--- src/rtl/discrete_filter_sequencer.sv ---
// One shared signed multiplier, time-sliced across NCH first-order recurrences y = (A*y + B*x) >>> FRAC.
// Optional build macro DISCRETE_SEQ_SAT_EN: saturating result reduction plus a sticky sat_hit flag.
module discrete_filter_sequencer #(
    parameter int NCH  = 4,
    parameter int DW   = 16,
    parameter int CW   = 16,
    parameter int FRAC = 14,
    localparam int AW  = $clog2(NCH) + 1
) (
    input  logic              clk,
    input  logic              I_RSTn,
    input  logic              audio_clk_en,
    input  logic [NCH*DW-1:0] x_in,
    input  logic              cfg_we,
    input  logic [AW-1:0]     cfg_addr,
    input  logic [CW-1:0]     cfg_data,
    input  logic              ovr_clr,
    output logic [NCH*DW-1:0] y_out,
    output logic              y_valid,
    output logic              busy,
`ifdef DISCRETE_SEQ_SAT_EN
    output logic              sat_hit,
`endif
    output logic              overrun
);
    localparam int PW  = DW + CW;
    localparam int SW  = PW + 1;
    localparam int CHW = (NCH > 1) ? $clog2(NCH) : 1;

    localparam logic [2:0] S_IDLE  = 3'd0;
    localparam logic [2:0] S_MUL_A = 3'd1;
    localparam logic [2:0] S_MUL_B = 3'd2;
    localparam logic [2:0] S_WR    = 3'd3;
    localparam logic [2:0] S_DONE  = 3'd4;

    logic [2:0]                  fsm;
    logic [CHW-1:0]              ch;
    logic [NCH-1:0][CW-1:0]      sh_a, sh_b, act_a, act_b, sh_a_nxt, sh_b_nxt;
    logic [NCH-1:0][DW-1:0]      st, xs, y_nxt;
    logic signed [SW-1:0]        acc, shr;
    logic signed [CW-1:0]        m_c;
    logic signed [DW-1:0]        m_d;
    logic signed [PW-1:0]        prod;
    logic [DW-1:0]               r;
    int                          wr_ch;

    assign busy  = (fsm != S_IDLE);
    assign wr_ch = int'(cfg_addr >> 1);

    // Shadow-bank next value; the tick copy reads this so a same-cycle write passes straight through.
    always_comb begin
        sh_a_nxt = sh_a;
        sh_b_nxt = sh_b;
        for (int i = 0; i < NCH; i++) begin
            if (cfg_we && wr_ch == i) begin
                if (cfg_addr[0]) sh_b_nxt[i] = cfg_data;
                else             sh_a_nxt[i] = cfg_data;
            end
        end
    end

    // The single multiplier: A*state in MUL_A, B*snapshot in MUL_B.
    always_comb begin
        if (fsm == S_MUL_B) begin
            m_c = act_b[ch];
            m_d = xs[ch];
        end else begin
            m_c = act_a[ch];
            m_d = st[ch];
        end
    end
    assign prod = m_c * m_d;
    assign shr  = acc >>> FRAC;

`ifdef DISCRETE_SEQ_SAT_EN
    logic [SW-DW:0] hi;
    logic           ovf;
    assign hi  = shr[SW-1:DW-1];
    assign ovf = !((&hi) || !(|hi));
    assign r   = ovf ? (shr[SW-1] ? {1'b1, {(DW-1){1'b0}}} : {1'b0, {(DW-1){1'b1}}})
                     : shr[DW-1:0];
`else
    logic unused_hi;
    assign unused_hi = ^shr[SW-1:DW];
    assign r         = shr[DW-1:0];
`endif

    always_comb begin
        y_nxt     = st;
        y_nxt[ch] = r;
    end

    always_ff @(posedge clk or negedge I_RSTn) begin
        if (!I_RSTn) begin
            fsm     <= S_IDLE;
            ch      <= '0;
            sh_a    <= '0;
            sh_b    <= '0;
            act_a   <= '0;
            act_b   <= '0;
            st      <= '0;
            xs      <= '0;
            acc     <= '0;
            y_out   <= '0;
            y_valid <= 1'b0;
            overrun <= 1'b0;
`ifdef DISCRETE_SEQ_SAT_EN
            sat_hit <= 1'b0;
`endif
        end else begin
            y_valid <= 1'b0;
            sh_a    <= sh_a_nxt;
            sh_b    <= sh_b_nxt;
            if (audio_clk_en && fsm != S_IDLE) overrun <= 1'b1;
            else if (ovr_clr)                  overrun <= 1'b0;
`ifdef DISCRETE_SEQ_SAT_EN
            if (fsm == S_WR && ovf) sat_hit <= 1'b1;
            else if (ovr_clr)       sat_hit <= 1'b0;
`endif
            case (fsm)
                S_IDLE: if (audio_clk_en) begin
                    act_a <= sh_a_nxt;
                    act_b <= sh_b_nxt;
                    xs    <= x_in;
                    ch    <= '0;
                    fsm   <= S_MUL_A;
                end
                S_MUL_A: begin
                    acc <= {prod[PW-1], prod};
                    fsm <= S_MUL_B;
                end
                S_MUL_B: begin
                    acc <= acc + {prod[PW-1], prod};
                    fsm <= S_WR;
                end
                S_WR: begin
                    st[ch] <= r;
                    if (ch == CHW'(NCH-1)) begin
                        // Publish on this edge so y_out and y_valid appear together in DONE.
                        y_out   <= y_nxt;
                        y_valid <= 1'b1;
                        fsm     <= S_DONE;
                    end else begin
                        ch  <= ch + 1'b1;
                        fsm <= S_MUL_A;
                    end
                end
                S_DONE:  fsm <= S_IDLE;
                default: fsm <= S_IDLE;
            endcase
        end
    end
endmodule

--- config.mk ---
export PLATFORM = sky130hd
export DESIGN_NAME = discrete_filter_sequencer
export DESIGN_NICKNAME = d
export VERILOG_FILES = /design/src/rtl/discrete_filter_sequencer.sv
export SDC_FILE = /design/constraint.sdc
export NUM_CORES = 2
export LEC_CHECK = 0
export ABC_CLOCK_PERIOD_IN_PS = 17710
export CORE_MARGIN = 2
export CORE_UTILIZATION = 50
export DETAILED_ROUTE_END_ITERATION = 6
export PLACE_DENSITY = 0.67
export SLEW_MARGIN = 20
export SYNTH_ARGS = -nofsm -noshare
export SYNTH_HDL_FRONTEND = slang
export SYNTH_SLANG_ARGS = --single-unit
--- constraint.sdc ---
create_clock -name clk -period 17.71 [get_ports clk]
set_input_delay 1.771 -clock clk [delete_from_list [all_inputs] [get_ports clk]]
set_output_delay 1.771 -clock clk [all_outputs]
set_load 0.01 [all_outputs]
**Routing congestion map**

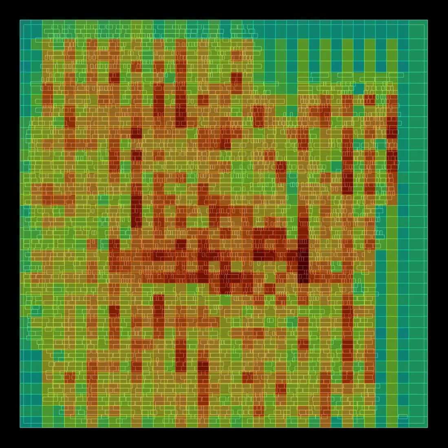
GRT busiest layer: met2
final core utilization: 57.3%
M1 GR Usage: 33.3%

**Wires at chosen ports, followed through buffers**

The bar under the picture is 100 um long.
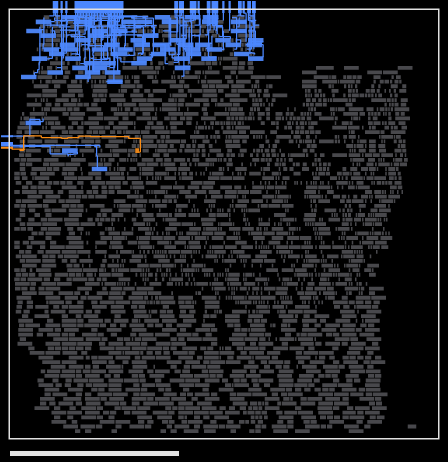
color	port	direction	end cells	wire
blue	y_out	output	64	2390 um
orange	busy	output	1	102 um

**Local utilization**

The bar under the picture is 100 um long. The die is cut into 25 by 25 equal tiles; black is low, pale yellow is high, 0 to 100% covered.
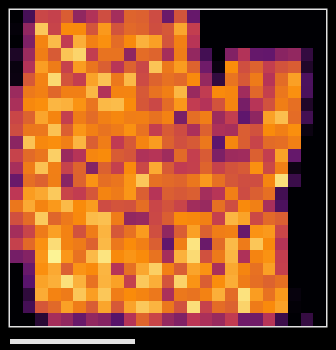
emptiest ninth of the die	north-east
tiles over 75% full	20%
fullest tile	97%
nearly empty tiles	14%
mean over tiles	53%
core area: 61600 um^2
Initial Util: 50.4%

**PDN straps and rails**

The bar under the picture is 100 um long. Pins as bars on the die edge.
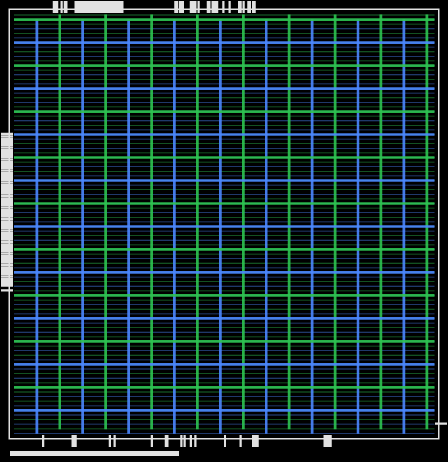
color	net
green	VDD
blue	VSS
signal pins	155
met5 straps	18
met1 rails	92
rows	91
met4 straps	18

**Placement by cell class**

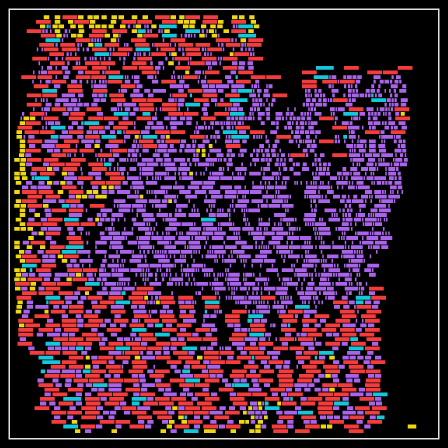
color	class	cells	share of their area
yellow	remaining buffers and delay cells	182	5.2%
purple	remaining logic cells	2094	54%
red	sequential cells	485	35%
cyan	clock drivers and dummy loads	95	5.3%
fraction of area in registers: 34.4%
FP Rows: 91
Design Area, Final: 35300 um^2

==> reports/results.ini <==
[setup_path]
start_kind=flop
crit_path_end=acc[29]$_DFFE_PN0P_
worstPathArrival_ps=10550
critPathMostFrequentCell=fa_1
cp_num_cells=34
crit_start=ch[0]$_DFFE_PN0P_
criticalPathCategory=reg2reg
timing.rr.start=ch[0]$_DFFE_PN0P_
crit_path_end_kind=flop
worst_r2r_endpoint=acc[29]$_DFFE_PN0P_
cpPeakStageDelay_ps=980
cp_data_required_time_ps=18170
rrSetupSlack_ps=7620
critPathBufInv=5
path_max_fanout=35
worstRegToRegCells=34

[yosys]
ys_types=69
async_reset_ff_share_pct=100
synthesis.instances=2701
ys_cells=2701
top_area_cell=dfrtp_1
avgSynthCellArea_um2=11.5
ys_top_cells_by_count=dfrtp_1 (485), nand2_1 (376), mux2_2 (368)
ys_ff=485
ff_type=dfrtp_1
edf_count=0
most_common_cell=dfrtp_1
simple_gate_share_pct=8.29
postSynthSeqShare_pct=39.1
ys_warn_count=0
syn-cell-area_um2=31000
topCellsByArea=dfrtp_1 (39%), fa_1 (16%), mux2_2 (13%), mux4_2 (4.6%), ha_1 (4.6%)
syn_nets=3153
yosys-stat-area_um2=31000
mux_area_share_pct=19.9
ys_sh_xor_pct=1.93
aoi_share_pct=4.74
logic_family=adder cells
top_area_share_pct=39.1

[final_timing]
hold_ws_ps=475
period_minus_slack_ps=10090
drv_slew=0
tightest_slew_ps=1110
finalCritPeriodShare_pct=57.0
rsz0062_at_grt=false
setup_viol=0
setup-tns-final_ps=0
worst_slack_ps=7620
fmax_ghz=0.0991
hold_viol_final=0
worst_clock_skew_ps=34.5
slew_headroom_pct=25.9

[placement]
gp_congestion=0.933
dp_cells=3598
post-place-ws_ps=7590
dpl_cell_area_um2=33400

[floorplan]
die_height_um=253
tap_cells=837
boundaryPins=155
dieArea_um2=64100
die_x_um=253

[global_route]
use_met2_pct=40.1
grt_max_degree=170
antenna_found_initial=2
met3_usage_pct=5.29
track_usage_pct=24.8
gr-total-overflow=0
grt_pass1_wl_um=122000
grt_pass1_vias=22100

[layout]
logic_gate_count=1777
layout.cells.most_common=dfrtp_1
comb_area_share_pct=49.0
flops=485
clkCellAreaFrac_pct=5.19
antenna_cells=1
final-nonclk-buf-share_pct=5.05
layout_top_cells=dfrtp_1 (483), nand2_1 (375), mux2_2 (368)
n_all_buffers=182
largest_cell_class=multi-input combinational cells
final_net_count=3266
clkbuf_count=72
regArea_um2=12100
inverters=317
fin_cells=3694
area_growth_pct=13.6

[route]
vias=20400
drt_iter0_drc=1514
antenna_left=0
m1WireLength_um=32600
routed-wl-met2_um=36100
drc_errors=0
dr_wl_met3_um=4910
top_layer=met5
wl_per_cell_um=20.6
wirelength_um=76300
drt_pre_antenna_iters=5
viasPerCell=5.53

[clocking]
clockBufferDepth=3
cts.hold.buffers_added=0
cts_tree=done
insertion_delay_ps=600
cts_buffers=51
cts_setup_buffers=0
cts_sinks=485
clkTransAtPathRegs_ps=60
cts_resized=0
htreeDepth=2
root_buffer=clkbuf_16

[status]
status=completed

[hold_path]
holdCritStartpoint=y_out[19]$_DFFE_PN0P_
hp-class=reg2reg
hold_end=y_out[19]$_DFFE_PN0P_
hold_depth=2

[run]
tool_warnings=44
cap_violations=0

